<file path="config.mk">
export PLATFORM = sky130hd
export DESIGN_NAME = maxpool2x2_stream
export DESIGN_NICKNAME = d
export VERILOG_FILES = /design/src/rtl/maxpool2x2_stream.sv
export SDC_FILE = /design/constraint.sdc
export NUM_CORES = 1
export LEC_CHECK = 0
export CAP_MARGIN = 0
export CORE_MARGIN = 4
export CORE_UTILIZATION = 45
export CTS_CLUSTER_SIZE = 10
export DETAILED_ROUTE_END_ITERATION = 10
export PLACE_DENSITY = 0.62
export SLEW_MARGIN = 20
export SYNTH_ARGS = -nofsm -noshare
export SYNTH_HDL_FRONTEND = slang
export SYNTH_SLANG_ARGS = --single-unit
</file>
<file path="constraint.sdc">
create_clock -name clk -period 8.24 [get_ports clk]
set_clock_uncertainty 0.1 [all_clocks]
set_input_delay 2.472 -clock clk [delete_from_list [all_inputs] [get_ports clk]]
set_output_delay 2.472 -clock clk [all_outputs]
set_load 0.01 [all_outputs]
</file>
<file path="src/rtl/maxpool2x2_stream.sv">
// Streaming 2x2 stride-2 max-pool over two channels of a raster-ordered feature map.
// Each pooled pixel is registered out on the edge that accepts the beat closing its window.
module maxpool2x2_stream #(
   parameter int unsigned DATA_W = 8,
   parameter int unsigned IN_W   = 6,
   parameter int unsigned IN_H   = 6,
   localparam int unsigned HALF_W = IN_W / 2,
   localparam int unsigned POOL_N = (IN_W / 2) * (IN_H / 2),
   localparam int unsigned IDX_W  = (POOL_N > 1) ? $clog2(POOL_N) : 1
) (
   input  logic              clk,
   input  logic              reset,
   input  logic              in_valid,
   input  logic              in_sof,
   input  logic [DATA_W-1:0] in_data_0,
   input  logic [DATA_W-1:0] in_data_1,
   output logic              out_valid,
   output logic [DATA_W-1:0] out_data_0,
   output logic [DATA_W-1:0] out_data_1,
   output logic [IDX_W-1:0]  out_idx,
   output logic              out_last
);

   localparam int unsigned COL_W = (IN_W > 1) ? $clog2(IN_W) : 1;
   localparam int unsigned ROW_W = (IN_H > 1) ? $clog2(IN_H) : 1;
   localparam int unsigned LB_AW = (HALF_W > 1) ? $clog2(HALF_W) : 1;

   logic [COL_W-1:0]  col, eff_col;
   logic [ROW_W-1:0]  row, eff_row;
   logic [DATA_W-1:0] pair_0, pair_1;
   logic [DATA_W-1:0] lb_0 [HALF_W];
   logic [DATA_W-1:0] lb_1 [HALF_W];
   logic [LB_AW-1:0]  lb_addr;
   logic [DATA_W-1:0] pairmax_0, pairmax_1, win_0, win_1;
   logic [IDX_W-1:0]  idx_c;
   logic              sof_c, col_end, row_end, done_c;

   // A start-of-frame beat is forced to (0,0) whatever the counters say.
   always_comb begin
      sof_c     = in_valid && in_sof;
      eff_col   = sof_c ? '0 : col;
      eff_row   = sof_c ? '0 : row;
      col_end   = (eff_col == COL_W'(IN_W - 1));
      row_end   = (eff_row == ROW_W'(IN_H - 1));
      lb_addr   = LB_AW'(eff_col >> 1);
      pairmax_0 = (in_data_0 > pair_0) ? in_data_0 : pair_0;
      pairmax_1 = (in_data_1 > pair_1) ? in_data_1 : pair_1;
      win_0     = (lb_0[lb_addr] > pairmax_0) ? lb_0[lb_addr] : pairmax_0;
      win_1     = (lb_1[lb_addr] > pairmax_1) ? lb_1[lb_addr] : pairmax_1;
      idx_c     = IDX_W'(eff_row >> 1) * IDX_W'(HALF_W) + IDX_W'(eff_col >> 1);
      done_c    = in_valid && eff_col[0] && eff_row[0];
   end

   // Even column fills the pair register, odd column on even row fills the line
   // buffer, odd column on odd row closes a window.
   always_ff @(posedge clk) begin
      if (reset) begin
         col        <= '0;
         row        <= '0;
         pair_0     <= '0;
         pair_1     <= '0;
         for (int unsigned i = 0; i < HALF_W; i++) begin
            lb_0[LB_AW'(i)] <= '0;
            lb_1[LB_AW'(i)] <= '0;
         end
         out_valid  <= 1'b0;
         out_data_0 <= '0;
         out_data_1 <= '0;
         out_idx    <= '0;
         out_last   <= 1'b0;
      end else begin
         out_valid <= done_c;
         out_last  <= done_c && col_end && row_end;
         if (in_valid) begin
            col <= col_end ? '0 : eff_col + 1'b1;
            if (col_end) begin
               row <= row_end ? '0 : eff_row + 1'b1;
            end else begin
               row <= eff_row;
            end
            if (!eff_col[0]) begin
               pair_0 <= in_data_0;
               pair_1 <= in_data_1;
            end else if (!eff_row[0]) begin
               lb_0[lb_addr] <= pairmax_0;
               lb_1[lb_addr] <= pairmax_1;
            end else begin
               out_data_0 <= win_0;
               out_data_1 <= win_1;
               out_idx    <= idx_c;
            end
         end
      end
   end

endmodule

</file>
==> job_summary.md <==
## PnR job results

| Metric | Value |
|---|---|
| AO/OA Area Share | 14.51% |
| Post-DP HPWL | 8.721 mm |
| TritonCTS clock tree | done |
| Switching Share | 25.80% |
| # Cells Yosys | 570 |
| Final TNS setup | 0 ns |
| Top cells by count | nor2_1 (94), edfxtp_1 (64), nand2_1 (57), a21oi_1 (45), dfxtp_1 (44) |
| Maximum fanout along the worst path | 9 |
| Yosys synthesis chip area | 5682 µm² |
| Critical Path AT | slightly above 6 ns |
| Final core area utilization | between 50% and 60% |
| Worst setup endpoint | out_data_1[3]$_SDFFE_PP0P_ |
| DP Area | ~6300 µm² |
| DR WL met3 | 751 µm |
| Worst EP required | 8.35 ns |
| Switch Pwr | 0.0003026 W |
| Crit. End Element | flip-flop |
| Setup WS pre-CTS | 1.854 ns |
| Pins over their slew limit | 0 |
| Crit-path max cell delay | 0.54 ns |
| Starting Density | 46.72% |
| Count of final setup violators | 0 |
| Worst Hold Launch | pair_1[1]$_SDFFE_PP0P_ |
| Routability cong. | 0.8157 |
| Max layer used | met4 |
| Crit path buf inv count | 2 |
| Largest net degree at the start of global routing | 48 |
| Vias in the first global route | slightly above 4000 |
| Cell breakdown of the critical path | clkdlybuf4s50_1 > ha_1 > a21oi_1 > o21ai_0 > o22ai_4 > mux2i_1 > inv_1 > ha_1 > nor2b_1 > o211ai_1 > a21o_1 > a31oi_1 > nand2b_1 > o21ai_0 |
| Status | completed |
| Synth area leader | edfxtp_1 |
| Clock tree sinks | 108 |
| Main area contributors | edfxtp_1 (34%), dfxtp_1 (16%), ha_1 (7.5%) |
| FF/Latch Area | between 2000 and 3000 µm² |
| DIE WIDTH | about 120 µm |
| Maxcap violations | 0 |
| Hold EP | pair_1[1]$_SDFFE_PP0P_ |
| Total power draw | 0.001173 W |
| Met2 Use GR | 28.33% |
| CP Launch Type | input port |
| CTS Root Cell | clkbuf_16 |
| Hold WS | 0.3683 ns |
| DRC Markers | 0 |
| F_max | approximately 170 MHz |
| M3 GR Usage | 2.900% |
| Pin slew with the least headroom to its limit | ~1.0 ns |
| And+or+nand+nor area frac | 16.47% |
| Reg2reg start | pair_1[7]$_SDFFE_PP0P_ |
| Slew Limit Headroom | 30.69% |
| Logic family by area | simple AND/OR/NAND/NOR gates |
| Final worst setup slack | around 2.2 ns |
| Unrepaired setup endpoints after global routing | false |
| Clk pwr share | 33.8% |
| Synth Flop Type | edfxtp_1 |
| Ys async rst share | 0% |
| Cell Pwr Density | 179.4 nW/µm² |
| Yosys reg bits | 108 |
| Mapped cell area | 5682 µm² |
| Crit path max-delay family | AND-OR/OR-AND gates |
| Layout cells sized above 1 | a little under a tenth |
| Synth warn | 0 |
| Flip-flops with a built-in enable | 64 |
| Remaining antenna violation count | 0 |
| # diodes | 0 |
| TritonRoute pass-1 iters | 4 |
| Core Region | between 10000 and 15000 µm² |
| First-pass GRT wire length | 21.27 mm |
| Sequential Power Share | 50.8% |
| Log Warnings | 26 |
| Syn nets | 626 |
| Final period util | between 70% and 80% |
| Tmin final | 6.041 ns |
| Initial antenna violation count | 0 |
## cell type report
class,count,share of cell area (%)
tap,168,3.215
multi-input combinational,392,39.41
clock inverter,4,0.2488
timing repair buffer,58,8.230
inverter,39,2.239
sequential,108,42.89
clock buffer,12,3.770
## power by group through the flow
stage	Combinational, W	Sequential (W)	Clock (W)
2_1_floorplan	0.000123	0.000604	0
3_3_place_gp	0.000177	0.000607	0
3_5_place_dp	0.000182	0.000608	0
4_1_cts	0.000182	0.000596	0.000406
5_1_grt	0.000204	0.000597	0.000432
6_report	0.000181	0.000596	0.000396
## state kept, by name, indices dropped and copies added, names as in the netlist
name,flops
out_valid,1
out_data_1,8
out_last,1
pair_1,8
lb_1,32
row,3
lb_0,32
out_idx,4
pair_0,8
out_data_0,8
col,3
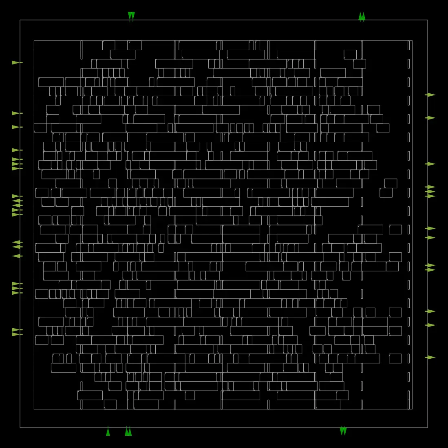
Fig. 1. Cell outlines without signal wires.
std cell rows: 40
Seq/total area: 42.89%
FFs & Latches: 108
fillers: 1126
Taps Inserted: 168

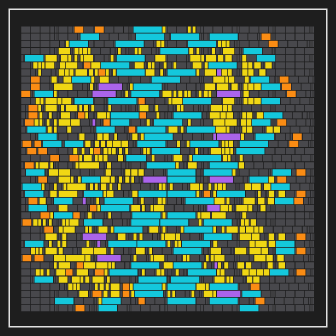
Fig. 2. Cells colored by class.
Fill, decap, tap and diode cells in gray.
[purple] clock drivers and dummy loads | cells: 16 | share of their area: 4.2%
[cyan] sequential cells | cells: 108 | share of their area: 44%
[yellow] combinational and other logic | cells: 431 | share of their area: 43%
[orange] remaining buffers and delay cells | cells: 58 | share of their area: 8.5%

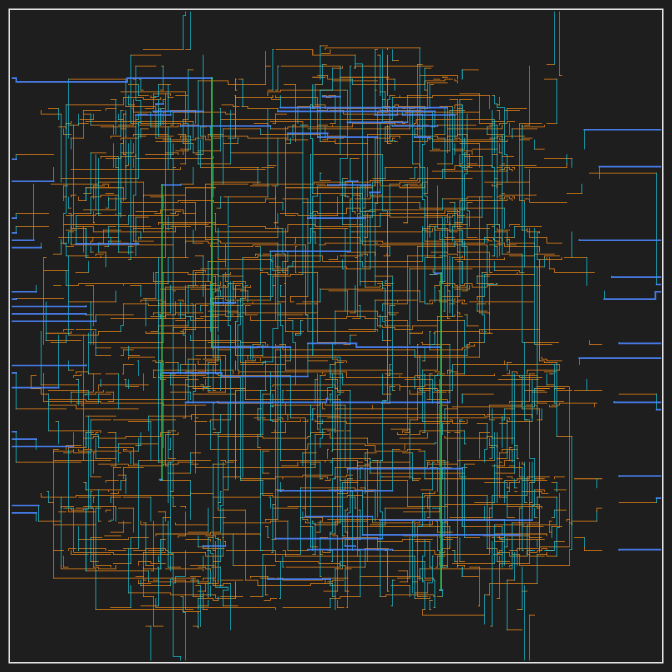
Fig. 3. Signal wires by layer.
[green] metal 4 | wire length: 163 µm
[orange] metal 1 | wire length: 6060 µm
[blue] metal 3 | wire length: 751 µm
[cyan] metal 2 | wire length: 5700 µm
Post-Route WL: 12.68 mm
all-layer global routing usage: 18.38%
via count: 4229

No activity file was given, so power comes from the tool's default toggle rates.
